--- config.mk ---
export PLATFORM = sky130hd
export DESIGN_NAME = ct_event_monitor
export DESIGN_NICKNAME = d
export VERILOG_FILES = /design/src/rtl/ct_mon_pkg.sv /design/src/rtl/ct_event_monitor_sat_counter.sv /design/src/rtl/ct_event_monitor.sv
export SDC_FILE = /design/constraint.sdc
export NUM_CORES = 1
export LEC_CHECK = 0
export ABC_AREA = 1
export CAP_MARGIN = 30
export CORE_ASPECT_RATIO = 0.9
export CORE_UTILIZATION = 54
export DETAILED_ROUTE_END_ITERATION = 8
export HOLD_SLACK_MARGIN = 0.12
export PLACE_DENSITY = 0.79
export SLEW_MARGIN = 20
export SYNTH_ARGS = -nofsm -noshare
export SYNTH_HDL_FRONTEND = slang
export SYNTH_SLANG_ARGS = --single-unit
--- constraint.sdc ---
create_clock -name clk -period 1.65 [get_ports clk]
set_input_delay 0.33 -clock clk [delete_from_list [all_inputs] [get_ports clk]]
set_output_delay 0.33 -clock clk [all_outputs]
set_load 0.02 [all_outputs]
--- src/rtl/ct_mon_pkg.sv ---
// Shared types for the CT event monitor: FSM state encoding and the
// classification of the decoder's two match lines on each sampled edge.
package ct_mon_pkg;

  typedef enum logic [1:0] {
    IDLE  = 2'd0,
    QUAL1 = 2'd1,
    QUAL2 = 2'd2,
    HOLD  = 2'd3
  } mon_state_e;

  // Input class encoding is {ct2, ct1}, so a class is just the raw pair.
  localparam logic [1:0] CLS_NONE  = 2'b00;
  localparam logic [1:0] CLS_SOLO1 = 2'b01;
  localparam logic [1:0] CLS_SOLO2 = 2'b10;
  localparam logic [1:0] CLS_BOTH  = 2'b11;

  function automatic logic [1:0] classify(input logic ct1, input logic ct2);
    return {ct2, ct1};
  endfunction

endpackage

--- src/rtl/ct_event_monitor_sat_counter.sv ---
// Saturating up-counter with synchronous clear; clear wins over increment.
module sat_counter #(
  parameter int W = 8
) (
  input  logic         clk,
  input  logic         rst_n,
  input  logic         inc,
  input  logic         clr,
  output logic [W-1:0] count
);

  logic [W-1:0] count_q;
  logic [W-1:0] count_d;

  always_comb begin
    count_d = count_q;
    if (clr) begin
      count_d = '0;
    end else if (inc && (count_q != {W{1'b1}})) begin
      count_d = count_q + W'(1);
    end
  end

  always_ff @(posedge clk or negedge rst_n) begin
    if (!rst_n) begin
      count_q <= '0;
    end else begin
      count_q <= count_d;
    end
  end

  assign count = count_q;

endmodule

--- src/rtl/ct_event_monitor.sv ---
// Qualifies CT1/CT2 decoder matches over QUAL_CYC stable samples, emits one
// pulse per qualified event, counts events and tracks a CT2 streak alarm.
module ct_event_monitor
  import ct_mon_pkg::*;
#(
  parameter int QUAL_CYC  = 3,
  parameter int CNT_W     = 8,
  parameter int ALARM_THR = 4
) (
  input  logic             clk,
  input  logic             rst_n,
  input  logic             ct1,
  input  logic             ct2,
  input  logic             en,
  input  logic             clr,
  output logic             ct1_evt,
  output logic             ct2_evt,
  output logic [CNT_W-1:0] ct1_cnt,
  output logic [CNT_W-1:0] ct2_cnt,
  output logic             alarm,
  output logic             err,
  output logic             busy
);

  localparam int QW = $clog2(QUAL_CYC + 1);
  localparam int SW = $clog2(ALARM_THR + 1);
  localparam logic [QW-1:0] QUAL_Q = QW'(QUAL_CYC);
  localparam logic [SW-1:0] THR_S  = SW'(ALARM_THR);

  mon_state_e    state_q, state_d;
  logic [QW-1:0] qual_q, qual_d;
  logic [QW-1:0] run1, run2;
  logic [SW-1:0] streak_q, streak_d;
  logic          alarm_q, alarm_d;
  logic          err_q, err_d;
  logic [1:0]    evt_q, evt_d;
  logic [1:0]    cls;
  logic [CNT_W-1:0] cnt [2];

  assign cls = classify(ct1, ct2);

  // Length of the current solo run if this sample extends it (1 otherwise).
  assign run1 = (state_q == QUAL1) ? qual_q + QW'(1) : QW'(1);
  assign run2 = (state_q == QUAL2) ? qual_q + QW'(1) : QW'(1);

  always_comb begin
    state_d  = state_q;
    qual_d   = qual_q;
    evt_d    = 2'b00;
    err_d    = err_q;
    streak_d = streak_q;
    alarm_d  = alarm_q;

    if (clr) begin
      state_d  = IDLE;
      qual_d   = '0;
      err_d    = 1'b0;
      streak_d = '0;
      alarm_d  = 1'b0;
    end else if (!en) begin
      state_d = IDLE;
      qual_d  = '0;
    end else begin
      if (cls == CLS_BOTH) begin
        err_d = 1'b1;
      end

      if (state_q == HOLD) begin
        // A held match keeps us here; only a quiet sample re-arms.
        if (cls == CLS_NONE) begin
          state_d = IDLE;
        end
      end else begin
        case (cls)
          CLS_SOLO1: begin
            if (run1 == QUAL_Q) begin
              evt_d[0] = 1'b1;
              state_d  = HOLD;
              qual_d   = '0;
            end else begin
              state_d = QUAL1;
              qual_d  = run1;
            end
          end
          CLS_SOLO2: begin
            if (run2 == QUAL_Q) begin
              evt_d[1] = 1'b1;
              state_d  = HOLD;
              qual_d   = '0;
            end else begin
              state_d = QUAL2;
              qual_d  = run2;
            end
          end
          default: begin
            state_d = IDLE;
            qual_d  = '0;
          end
        endcase
      end

      if (evt_d[0]) begin
        streak_d = '0;
      end else if (evt_d[1]) begin
        if (streak_q != THR_S) begin
          streak_d = streak_q + SW'(1);
        end
        if (streak_d == THR_S) begin
          alarm_d = 1'b1;
        end
      end
    end
  end

  always_ff @(posedge clk or negedge rst_n) begin
    if (!rst_n) begin
      state_q  <= IDLE;
      qual_q   <= '0;
      streak_q <= '0;
      alarm_q  <= 1'b0;
      err_q    <= 1'b0;
      evt_q    <= 2'b00;
    end else begin
      state_q  <= state_d;
      qual_q   <= qual_d;
      streak_q <= streak_d;
      alarm_q  <= alarm_d;
      err_q    <= err_d;
      evt_q    <= evt_d;
    end
  end

  // Index 0 counts CT1 events, index 1 counts CT2 events.
  for (genvar gi = 0; gi < 2; gi++) begin : g_cnt
    sat_counter #(.W(CNT_W)) u_cnt (
      .clk   (clk),
      .rst_n (rst_n),
      .inc   (evt_d[gi]),
      .clr   (clr),
      .count (cnt[gi])
    );
  end

  assign ct1_evt = evt_q[0];
  assign ct2_evt = evt_q[1];
  assign ct1_cnt = cnt[0];
  assign ct2_cnt = cnt[1];
  assign alarm   = alarm_q;
  assign err     = err_q;
  assign busy    = (state_q != IDLE);

endmodule

**Run 1: routing congestion**

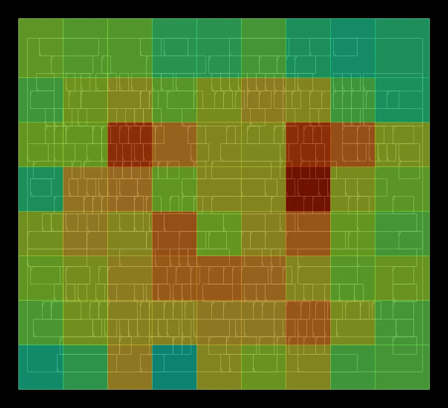
GR Util All Layers: 23.4%
grt met1 use: 32.7%
GR Util met2: 36.3%

**Run 1: cell sizes after repair**

The bar under the picture is 20 um long.
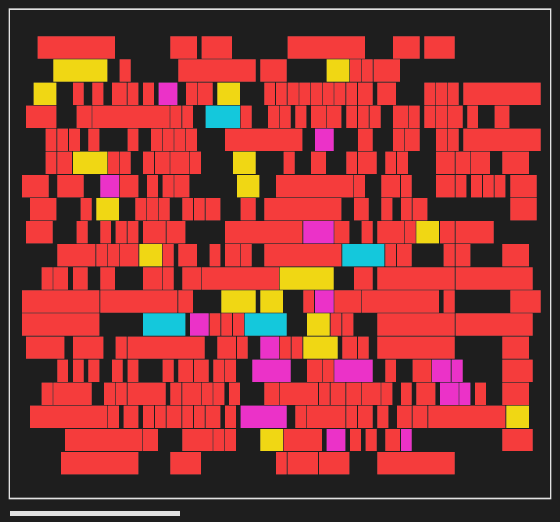
Key: red = _0 and _1 cells [cells 257, share 87%]; yellow = _3 and _4 cells [cells 17, share 5.8%]; cyan = _6 and larger [cells 4, share 1.4%]; magenta = _2 cells [cells 16, share 5.4%]

**Run 1: M2 wires**

The bar under the picture is 20 um long.
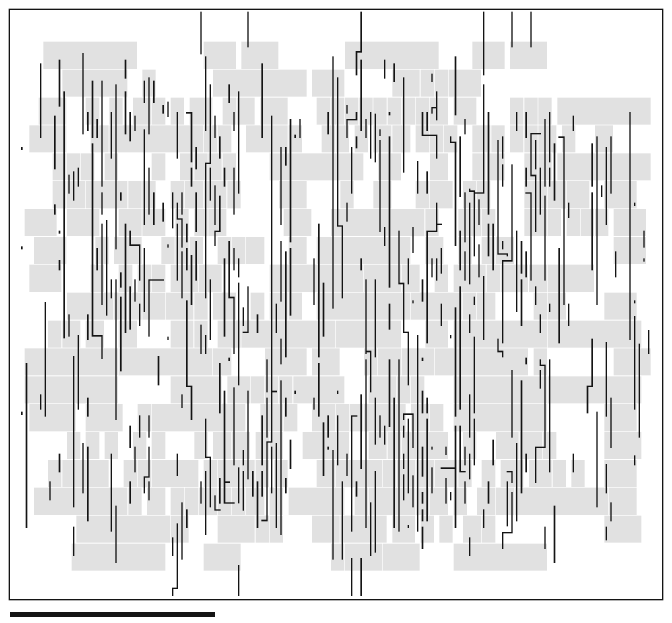
The layer carries 1720 um of wire. The longest straight run is 31.8 um. The layer holds 45% of the routed length. The wires run mostly vertical.

==> results_dict.tcl, run 1 <==
# flow metrics
set metrics [dict create \
    crit_chain "clkdlybuf4s50_1" \
    status "completed" \
    io_buffer_count 26 \
    combPwrFrac_pct 8.8 \
    area_leaders "dfrtp_1 (37%), nand2_1 (15%), nand3_1 (9.5%), inv_1 (7.1%), nand4_1 (6.1%)" \
    wl_met3_um 159 \
    critPathLaunch "err" \
    yosys.area.top_type "dfrtp_1" \
    cp_slowest_cell "clkdlybuf4s50_1" \
    cp-endpoint "err" \
    rows 19 \
    die-height_um 57.5 \
    overflow 0 \
    hold_viol_final 0 \
    grt_max_degree 28 \
    synth_flops 27 \
    maxCapViolCount 0 \
    yosys-stat-cells 258 \
    ff_type "dfrtp_1" \
    slew_violations 0 \
    cts_root_buf "clkbuf_8" \
    synth-compound-area-share_pct 3.32 \
    wirelength_um 3850 \
    postSynthSeqShare_pct 36.6 \
    layout.cells.most_common "nand2_1" \
    antenna_found_initial 0 \
    switchingPower_uw 286 \
    worstPathMaxFanout 2 \
    ios 27 \
    placed_cell_area_um2 2210 \
    avgViaCountPerCell 5.16 \
    hold_buffers 0 \
    rr_worst_depth 6 \
    die_w_um 63.6 \
    clock_power_uw 389 \
    ant_nets 0 \
]
run 1: stage by stage:
step	worst slack (ns)	hold slack, ns	power [mW]	util, %
after floorplan	0.193	0.0344	0.735	-
after global placement	-0.148	0.491	0.784	69.9
after detailed placement	-0.196	0.502	0.784	69.9
after CTS	0.0190	0.431	1.17	70.9
after global routing	0.000756	0.453	1.20	71.0
final	0.0714	0.411	1.16	71.0
run 1: area by class of cell:
class / count / area (um2)
multi-input cells: 187 / 987
fillers: 272 / 916
flip-flops and latches: 27 / 676
repair buffers: 37 / 328
inverters: 39 / 154
well taps: 42 / 52.6
clock buffers: 3 / 41.3
clock inverters: 1 / 7.51
==> run 2: changes to the inputs <==
- ABC_AREA: 1 -> default
- CORE_MARGIN: default -> 2
- CORE_UTILIZATION: 54 -> 52
- SLEW_MARGIN: 20 -> default
**Run 2: M2 wires**

The bar under the picture is 20 um long.
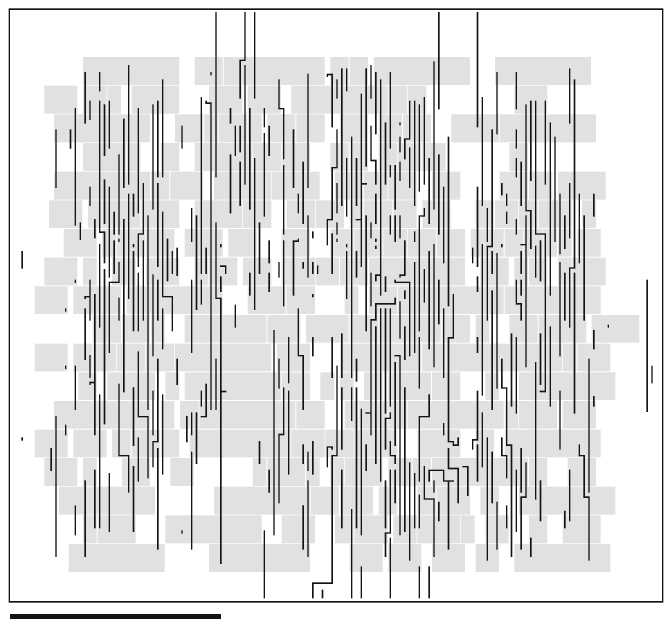
205 nets have wire on it. The longest straight run is 29.1 um. The layer holds 50% of the routed length.

**Run 2: the metal 1 layer**

The bar under the picture is 20 um long. Supply wires on this layer in gray.
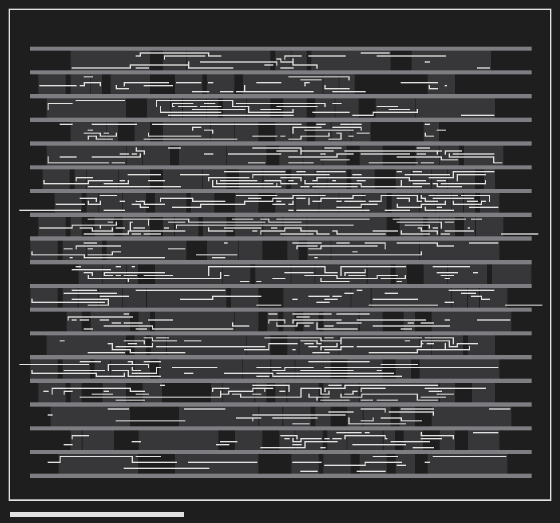
200 nets have wire on it. The layer carries 1780 um of wire. The longest straight run is 20.2 um. The layer holds 44% of the routed length.

==> run 2 against run 1 <==
Wire length rose by 3.9%. Setup slack worse by 0.049 ns. Count of clock-buffer cells in the layout is the same. Die size down 5.0%. Register-to-register slack got worse by 0.11 ns. Critical path depth increased by 6.
==> results_dict.tcl, run 2 <==
# flow metrics
set metrics [dict create \
    status "completed" \
    rows 18 \
    die-height_um 56.1 \
    rr_worst_depth 4 \
    worstPathMaxFanout 4 \
    regArea_um2 679 \
    cp-endpoint "g_cnt[1].u_cnt.count[7]" \
    grt_max_degree 28 \
    ios 27 \
    yosys-stat-cells 167 \
    cts_root_buf "clkbuf_4" \
    hold_viol_final 0 \
    hold_buffers 0 \
    grt_use_total_pct 24.8 \
    slew_violations 0 \
    antenna_found_initial 0 \
    switchingPower_uw 270 \
    synth_flops 27 \
    comb_area_um2 898 \
    clock_power_uw 305 \
    yosys.area.top_type "dfrtp_1" \
    crit_chain "dlygate4sd2_1 -> inv_1 -> ha_2 -> and3b_1 -> o211ai_4 -> or4_1 -> a21oi_1" \
]
-- run 2: cell types whose count changed after synthesis, sizes merged, moves of 12 or more --
cell,change
a21oi,+14
nand4,-17
inv,-27
nand2,-75
nand3,-30
nor2,-12
-- run 2: worst register-to-register path: cells and delay by family (launching register included) --
kind	cells	cell delay, ns
flops	1	0.44
simple gates	2	0.87
compound gates	2	0.26
-- run 2: routing by layer --
layer	vias to the layer above	part of all wire, %
met5	-	0
met2	40	50
met1	725	44
met4	0	1.9
met3	10	3.8
li1	706	-
-- run 2: area by class of cell --
cell class | instances | area share (%)
repair buffers | 54 | 20.9
multi-input cells | 122 | 41.7
flip-flops and latches | 27 | 31.6
clock buffers | 3 | 1.05
clock inverters | 1 | 0.349
well taps | 40 | 2.32
inverters | 12 | 2.09
==> run 3: changes to the inputs <==
- CORE_UTILIZATION: 52 -> 40
- PLACE_DENSITY: 0.79 -> 0.63
**Run 3: layout detail**

The bar under the picture is 10 um long. Window x 15 to 55, y 0 to 40 um. Cells in gray, sequential cells in the stronger gray; small squares are vias.
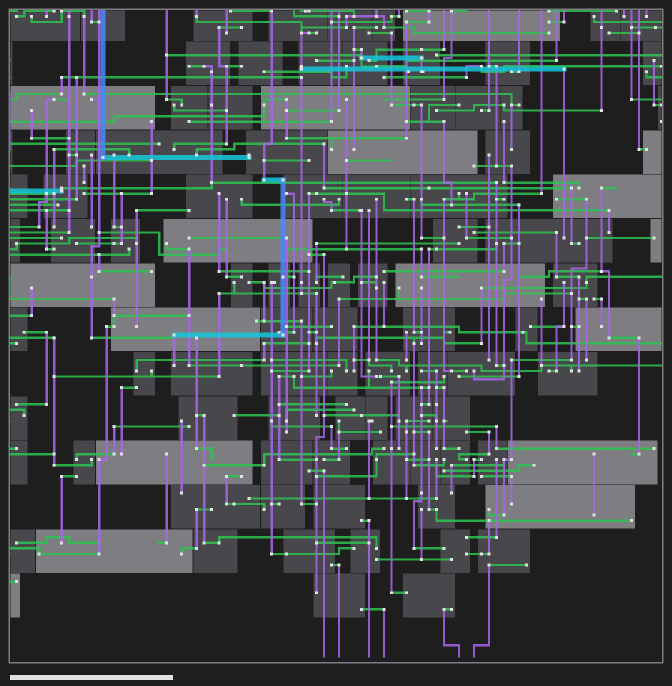
Key: blue = metal 4; purple = metal 2; cyan = metal 3; green = metal 1
91 logic cells have their middle in the window. Most frequent: buf_4 (13), dfrtp_1 (11). Netlist names of flops here include g_cnt.u_cnt.count (10), qual_q (2). Sequential cells in the window: 14.

**Run 3: M2 wires**

The bar under the picture is 20 um long.
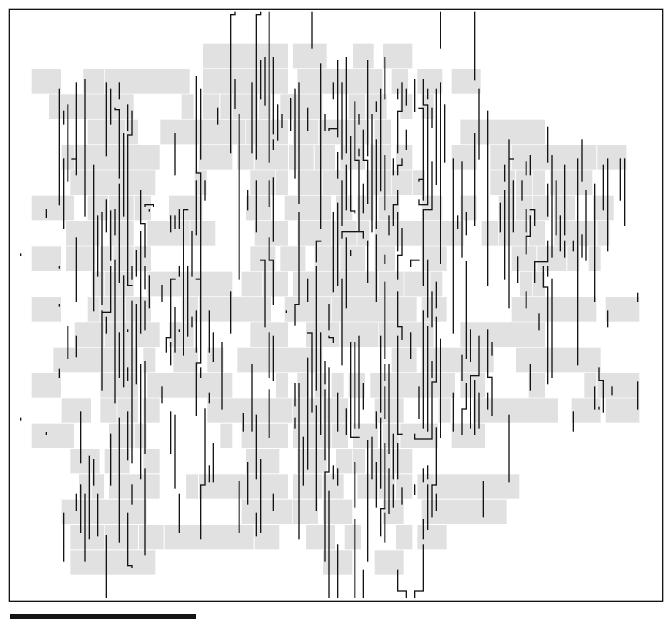
209 nets have wire on it. The longest straight run is 22.1 um. The layer carries 1900 um of wire.

==> run 3 against run 2 <==
Cell count is 2.3% higher. Sequential power hardly changed. Global-route usage is 6.4 points lower. Setup slack better by 0.0085 ns.
==> results_dict.tcl, run 3 <==
# flow metrics
set metrics [dict create \
    status "completed" \
    die-height_um 63.4 \
    grt_max_degree 28 \
    clock_power_uw 393 \
    worstPathMaxFanout 8 \
    die_w_um 70.0 \
    ir_drop_uv 243 \
    cp-start-kind "register" \
    grt_use_total_pct 18.4 \
    layout.cells.most_common "buf_4" \
    cp-endpoint "g_cnt[1].u_cnt.count[3]" \
    yosys-stat-cells 167 \
    placed_cell_area_um2 2040 \
    hold_buffers 0 \
    area_leaders "dfrtp_1 (43%), ha_1 (6.4%), a21oi_1 (4.8%), nor2_1 (3.8%), inv_1 (2.9%)" \
    critPathLaunch "qual_q[0]" \
    synth.most_common_cell "dfrtp_1" \
    wirelength_um 3880 \
    overflow 0 \
    postLayoutCoreUtil_pct 58.4 \
    gr-usage-met1_pct 24.7 \
    yosys.area.top_type "dfrtp_1" \
    maxCapViolCount 0 \
    synth-compound-area-share_pct 16.9 \
    io_buffer_count 26 \
    regArea_um2 679 \
    lay_top_cells "buf_4 (26), dfrtp_1 (24), nor2_1 (16), dlygate4sd2_1 (16), a21oi_1 (11)" \
    rows 21 \
    crit_chain "and4bb_4 -> o211ai_4 -> buf_6 -> or3_1 -> a21oi_1" \
    ff_type "dfrtp_1" \
    fill_cells 342 \
    comb_area_um2 897 \
    total_power_mw 1.16 \
    place_ws_ns -0.536 \
    synth_flops 27 \
    met2_usage_pct 31.1 \
    cts_root_buf "clkbuf_8" \
    cp_slowest_cell "dfrtp_1" \
]
==> run 3: cell counts after synthesis <==
Identical to the previous run, type by type.
==> run 3: layout make-up <==
class,count,area share (%)
sequential,27,31.2
multi-input combinational,122,41.2
inverter,12,2.07
tap,46,2.64
clock buffer,4,2.07
timing repair buffer,54,20.9
==> run 3: worst min path at each step <==
stage	from	end	slack, ns	depth (start not counted)
detailed placement	err	err	0.50	2
CTS	rst_n	g_cnt[0].u_cnt.count[3]	0.43	2
floorplan	rst_n	alarm	0.03	0
global route	rst_n	qual_q[1]	0.49	2
global placement	err	err	0.49	2
finish	rst_n	g_cnt[0].u_cnt.count[0]	0.42	2
==> run 3: routing by layer <==
layer  part of all wire [%]  vias up
li1                       -      707
met1                     47      717
met2                     49       25
met3                    3.0        4
met4                   0.80        0
met5                      0        -
Power is estimated from default activity; no workload was simulated.
